$ cat src/rtl/key_filter.sv
// -----------------------------------------------------------------------------
// key_filter
//
// Push-button debouncer for an active-low key. The raw pin is synchronised to
// Clk50M. A press or a release is confirmed only after the synchronised level
// has held steady for CNT_MAX+1 cycles (20 ms at 50 MHz with the default).
// Each confirmation produces a one-cycle key_flag pulse. key_state is updated
// in the same cycle.
//
// Parameters
//   CNT_MAX   stable window length minus one, in Clk50M cycles
//   CNT_W     filter counter width; 2**CNT_W must exceed CNT_MAX
//
// Ports
//   Clk50M     in   system clock, 50 MHz
//   Rst        in   synchronous active-high reset
//   key_in     in   raw key pin, asynchronous (0 = pressed, 1 = released)
//   key_flag   out  one-cycle pulse on each confirmed press or release
//   key_state  out  debounced level (0 = pressed, 1 = released)
//
// Timing: a key_in change just before edge k enters the filter at edge k+2.
// It is confirmed at edge k+CNT_MAX+3. Both outputs are registered.
// -----------------------------------------------------------------------------
module key_filter #(
    parameter int CNT_MAX = 999_999,
    parameter int CNT_W   = 20
) (
    input  logic Clk50M,
    input  logic Rst,
    input  logic key_in,
    output logic key_flag,
    output logic key_state
);

    typedef enum logic [1:0] {
        IDLE        = 2'd0,  // released, stable
        FILTER_DOWN = 2'd1,  // fall seen, waiting out the window
        DOWN        = 2'd2,  // pressed, stable
        FILTER_UP   = 2'd3   // rise seen, waiting out the window
    } state_t;

    localparam logic [CNT_W-1:0] CNT_LAST = CNT_W'(CNT_MAX);
    localparam logic [CNT_W-1:0] CNT_ZERO = '0;
    localparam logic [CNT_W-1:0] CNT_ONE  = CNT_W'(1);

    // -------------------------------------------------------------------------
    // Synchroniser plus history flop.
    // All three flops reset to the released level. A key that is held down
    // through reset then shows up as a fresh fall, not as a phantom edge.
    // -------------------------------------------------------------------------
    logic s0;
    logic s1;
    logic s2;
    logic fall;
    logic rise;

    // NOTE: clocked state is written with <= so every flop samples the
    // pre-edge values; with = the chain would collapse into a single flop.
    always_ff @(posedge Clk50M) begin
        if (Rst) begin
            s0 <= 1'b1;
            s1 <= 1'b1;
            s2 <= 1'b1;
        end else begin
            s0 <= key_in;
            s1 <= s0;
            s2 <= s1;
        end
    end

    assign fall = ~s1 &  s2;
    assign rise =  s1 & ~s2;

    // -------------------------------------------------------------------------
    // Filter FSM
    // -------------------------------------------------------------------------
    state_t           state;
    state_t           state_nxt;
    logic [CNT_W-1:0] cnt;
    logic [CNT_W-1:0] cnt_nxt;
    logic             flag_nxt;
    logic             level_nxt;

    always_ff @(posedge Clk50M) begin
        if (Rst) begin
            state     <= IDLE;
            cnt       <= CNT_ZERO;
            key_flag  <= 1'b0;
            key_state <= 1'b1;
        end else begin
            state     <= state_nxt;
            cnt       <= cnt_nxt;
            key_flag  <= flag_nxt;
            key_state <= level_nxt;
        end
    end

    // NOTE: every output of this block gets a default before the case. A
    // path that leaves one unassigned would infer a latch.
    always_comb begin
        state_nxt = state;
        cnt_nxt   = CNT_ZERO;
        flag_nxt  = 1'b0;
        level_nxt = key_state;

        unique case (state)
            IDLE: begin
                // A rise here is only the tail of an aborted press, so it is ignored.
                if (fall) begin
                    state_nxt = FILTER_DOWN;
                end
            end

            FILTER_DOWN: begin
                // The opposite edge is tested first. When it arrives in the
                // same cycle the window expires, the press is still rejected.
                if (rise) begin
                    state_nxt = IDLE;
                end else if (cnt == CNT_LAST) begin
                    state_nxt = DOWN;
                    flag_nxt  = 1'b1;
                    level_nxt = 1'b0;
                end else begin
                    cnt_nxt = cnt + CNT_ONE;
                end
            end

            DOWN: begin
                if (rise) begin
                    state_nxt = FILTER_UP;
                end
            end

            FILTER_UP: begin
                if (fall) begin
                    state_nxt = DOWN;
                end else if (cnt == CNT_LAST) begin
                    state_nxt = IDLE;
                    flag_nxt  = 1'b1;
                    level_nxt = 1'b1;
                end else begin
                    cnt_nxt = cnt + CNT_ONE;
                end
            end

            default: begin
                state_nxt = IDLE;
            end
        endcase
    end

    // -------------------------------------------------------------------------
    // Invariants. Synthesis ignores these; simulation checks them.
    // -------------------------------------------------------------------------
    a_cnt_bounded : assert property (
        @(posedge Clk50M) disable iff (Rst) cnt <= CNT_LAST
    );

    a_cnt_idle_zero : assert property (
        @(posedge Clk50M) disable iff (Rst)
        (state == IDLE || state == DOWN) |-> (cnt == CNT_ZERO)
    );

    a_flag_single : assert property (
        @(posedge Clk50M) disable iff (Rst) key_flag |=> !key_flag
    );

    a_level_matches_state : assert property (
        @(posedge Clk50M) disable iff (Rst)
        (state == IDLE || state == FILTER_DOWN) |-> key_state
    );

endmodule
$ cat config.mk
export PLATFORM = sky130hd
export DESIGN_NAME = key_filter
export DESIGN_NICKNAME = d
export VERILOG_FILES = /design/src/rtl/key_filter.sv
export SDC_FILE = /design/constraint.sdc
export NUM_CORES = 1
export LEC_CHECK = 0
export CAP_MARGIN = 20
export CORE_MARGIN = 5
export CORE_UTILIZATION = 36
export CTS_CLUSTER_SIZE = 25
export DETAILED_ROUTE_END_ITERATION = 8
export SKIP_LAST_GASP = 1
export SYNTH_ARGS = -nofsm -noshare
export SYNTH_HDL_FRONTEND = slang
export SYNTH_SLANG_ARGS = --single-unit
$ cat constraint.sdc
create_clock -name Clk50M -period 4.3 [get_ports Clk50M]
set_input_delay 1.29 -clock Clk50M [delete_from_list [all_inputs] [get_ports Clk50M]]
set_output_delay 1.29 -clock Clk50M [all_outputs]
set_load 0.005 [all_outputs]
Figure 1. Placement density heat map.
7 x 7 tiles, from black (low) to pale yellow (high), 0 to 100% covered.
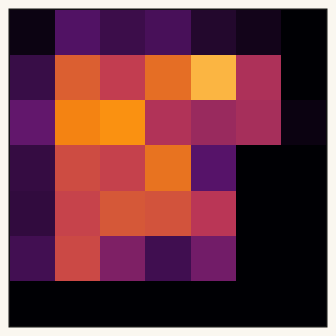
- nearly empty tiles: 31%
- emptiest ninth of the die: south-east
- mean over tiles: 27%

==> results.yml <==
# synthesis and place-and-route metrics
status:
  outcome: "completed"
grt:
  first_global_vias: 913
  grt_start_max_net_pins: 21
  antenna_found_initial: 0
  groute.usage.overall_pct: 10.19
synth:
  post_synth_main_area_contributors: "dfxtp_1, xor2_1, nor2_1, nand4_1, a21oi_1"
  synthFlopType: "dfxtp_1"
  enable_flop_cells: 0
  netlist_area_um2: 1254
  synthesis.yosys.warnings: 0
  synth_flops: 27
  ys_seq_share_pct: 43.11
  floorplan.nets: 141
  synth.distinct_cells: 40
setup_path:
  maximum_fanout_encountered_on_the_critical_timing_path: 3
  cpLargestDelayFamily: "buffers and inverters"
  critical-path-max-stage-delay_ps: 510
  critPathRequiredTime_ps: 3010
  data_arrival_critical_path_ps: 1220
  worst-setup-path-type: "reg -> out"
  critical_path.cell_chain: "clkdlybuf4s50_1"
  startpoint_type: "flop"
route:
  drt_pass1_iterations: 4
  drt.antenna.violating_nets: 0
  route.vias.total: 963
  dr.first_iter.drc_count: 17
  route.detailed.drc: 0
final_timing:
  timing_limited_maximum_frequency_mhz: 398.7
  fin_tns_setup_ps: 0
  finalClockPeriodUsage_pct: 58.33
  rsz0062_at_grt: "false"
  final.min_clock_period_ps: 2508
  hold_violations: 0
power_and_ir_drop:
  netSwitchingPower_uw: 84.78
  seq_power_share_pct: 67.3
  p_comb_uw: 9.24
  total_leakage_power_nw: 0.4401
  top_power_group: "sequential cells"
  finalPower_uw: 377.2
  power_sequential_uw: 254
  power_clock_uw: 114
  power.switching_fraction_pct: 22.48
  internal_power_uw: 292.4
clock_tree:
  clock_tree_from_tritoncts: "yes"
  post_cts.resized_instances: 0
  cts.sink_count: 27
  cts_max_level: 1
  holdBufCountCts: 0
finish:
  drive_gt1_share_pct: 10.79
  layout-area-overhead-vs-synth_pct: 6.786
min_path:
  holdCritPathClass: "reg -> reg"
floorplanning:
  rows: 21
  floorplan.die.height_um: 69.01
  core_region_area_um2: 3363
  die_width_um: 69.01
placed_design:
  placed_cell_area_um2: 1309
job:
  log.warning_count: 26
Figure 2. Routed metal per tile.
14 x 14 tiles, from black (low) to pale yellow (high), scaled to the fullest tile. Values are wire area over tile area, all layers added.
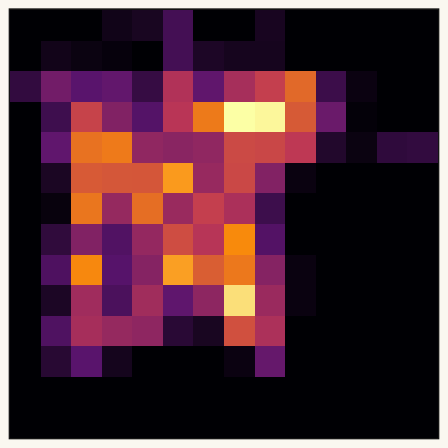
- nearly empty tiles: 49%
- fullest tile: 0.41
- densest ninth of the die: centre
- emptiest ninth of the die: south-east
- mean over tiles: 0.074

-- through the flow --
| stage | setup WS (ps) | util [%] | hold slack, ps |
|---|---|---|---|
| 2_1_floorplan | 2350 | - | 389.5 |
| 3_3_place_gp | 1747 | 38.91 | 398.1 |
| 3_5_place_dp | 1604 | 38.91 | 397.2 |
| 4_1_cts | 1768 | 39.81 | 432.6 |
| 5_1_grt | 1728 | 39.81 | 449.5 |
| 6_report | 1792 | 39.81 | 432.3 |
-- synthesized netlist by cell type (2+ instances only) --
| library cell | n |
|---|---|
| nand4_1 | 8 |
| and2_1 | 3 |
| inv_1 | 4 |
| xnor2_1 | 2 |
| xor2_1 | 11 |
| nor4_1 | 2 |
| buf_4 | 2 |
| and3_1 | 3 |
| dfxtp_1 | 27 |
| nor2_1 | 16 |
| nand2_1 | 5 |
| buf_2 | 4 |
| nand2b_1 | 2 |
| o21ai_0 | 3 |
| and4_1 | 3 |
| nand3_1 | 5 |
| or3_1 | 2 |
| o211ai_1 | 2 |
| or2_2 | 3 |
| a21oi_1 | 7 |
| o31ai_1 | 4 |
-- state kept, by name (all words and copies together) (netlist names) --
signal and flops:
s1 1, state 2, cnt 20, s2 1, s0 1, key_state 1, key_flag 1
-- per-layer routing --
metal | wire (um) | track usage [%] | share of wire (%)
met1 | 1143 | 12.71 | 50
met2 | 1078 | 16.63 | 47
met3 | 42 | 2.326 | 1.8
met4 | 42 | 4.555 | 1.8
met5 | 0 | 0 | 0
-- final cells by class --
type | instances | area (um^2)
repair buffers | 5 | 47.55
fillers | 363 | 2024
inverters | 4 | 15.01
flip-flops and latches | 27 | 540.5
multi-input cells | 99 | 648.1
clock inverters | 1 | 7.507
well taps | 46 | 57.56
clock buffers | 3 | 22.52
-- worst register-to-register path, stage by stage (launching register included) --
cell	delay, ps
dfxtp_1	380
ha_1	390
nand4_1	360
o211ai_1	270
buf_4	270
nor2_1	80
-- cell usage in the layout, fill, tap and decap left out, drive strengths merged --
master         count
clkdlybuf4s50      4
nor4b              1
a21o               1
nand3b             1
o31ai              4
o41ai              1
and3b              1
and2               3
buf                1
nor3b              1
or4                2
a2111o             1
ha                 1
dfxtp             27
or3                2
clkbuf             3
xnor2              2
and3               3
nand2b             2
nor2b              1
inv                4
a21oi              8
nor4               2
nor2              16
clkinvlp           1
o21ai              3
o211ai             2
or2                3
nand2              6
nand3              6
a31o               1
nand4              8
a211oi             1
o21ba              1
and4               4
xor2              11
-- final timing paths --
kind | start | end | slack, ps | cells after the start
max | key_state$_SDFFE_PP1P_ | key_state | 1790 | 1
min | s0$_SDFF_PP1_ | s1$_SDFF_PP1_ | 430 | 1
max reg2reg | cnt[0]$_SDFF_PP0_ | cnt[4]$_SDFF_PP0_ | 2460 | 5
min reg2reg | s0$_SDFF_PP1_ | s1$_SDFF_PP1_ | 430 | 1
-- cell families after synthesis --
kind of cell	count (synthesis)	share of synthesized area [%]
compound gates	23	12.57
xor+xnor	13	9.082
fa+ha+maj	1	0.9978
buf+inv	11	5.189
flops	27	43.11
simple gates	62	29.04
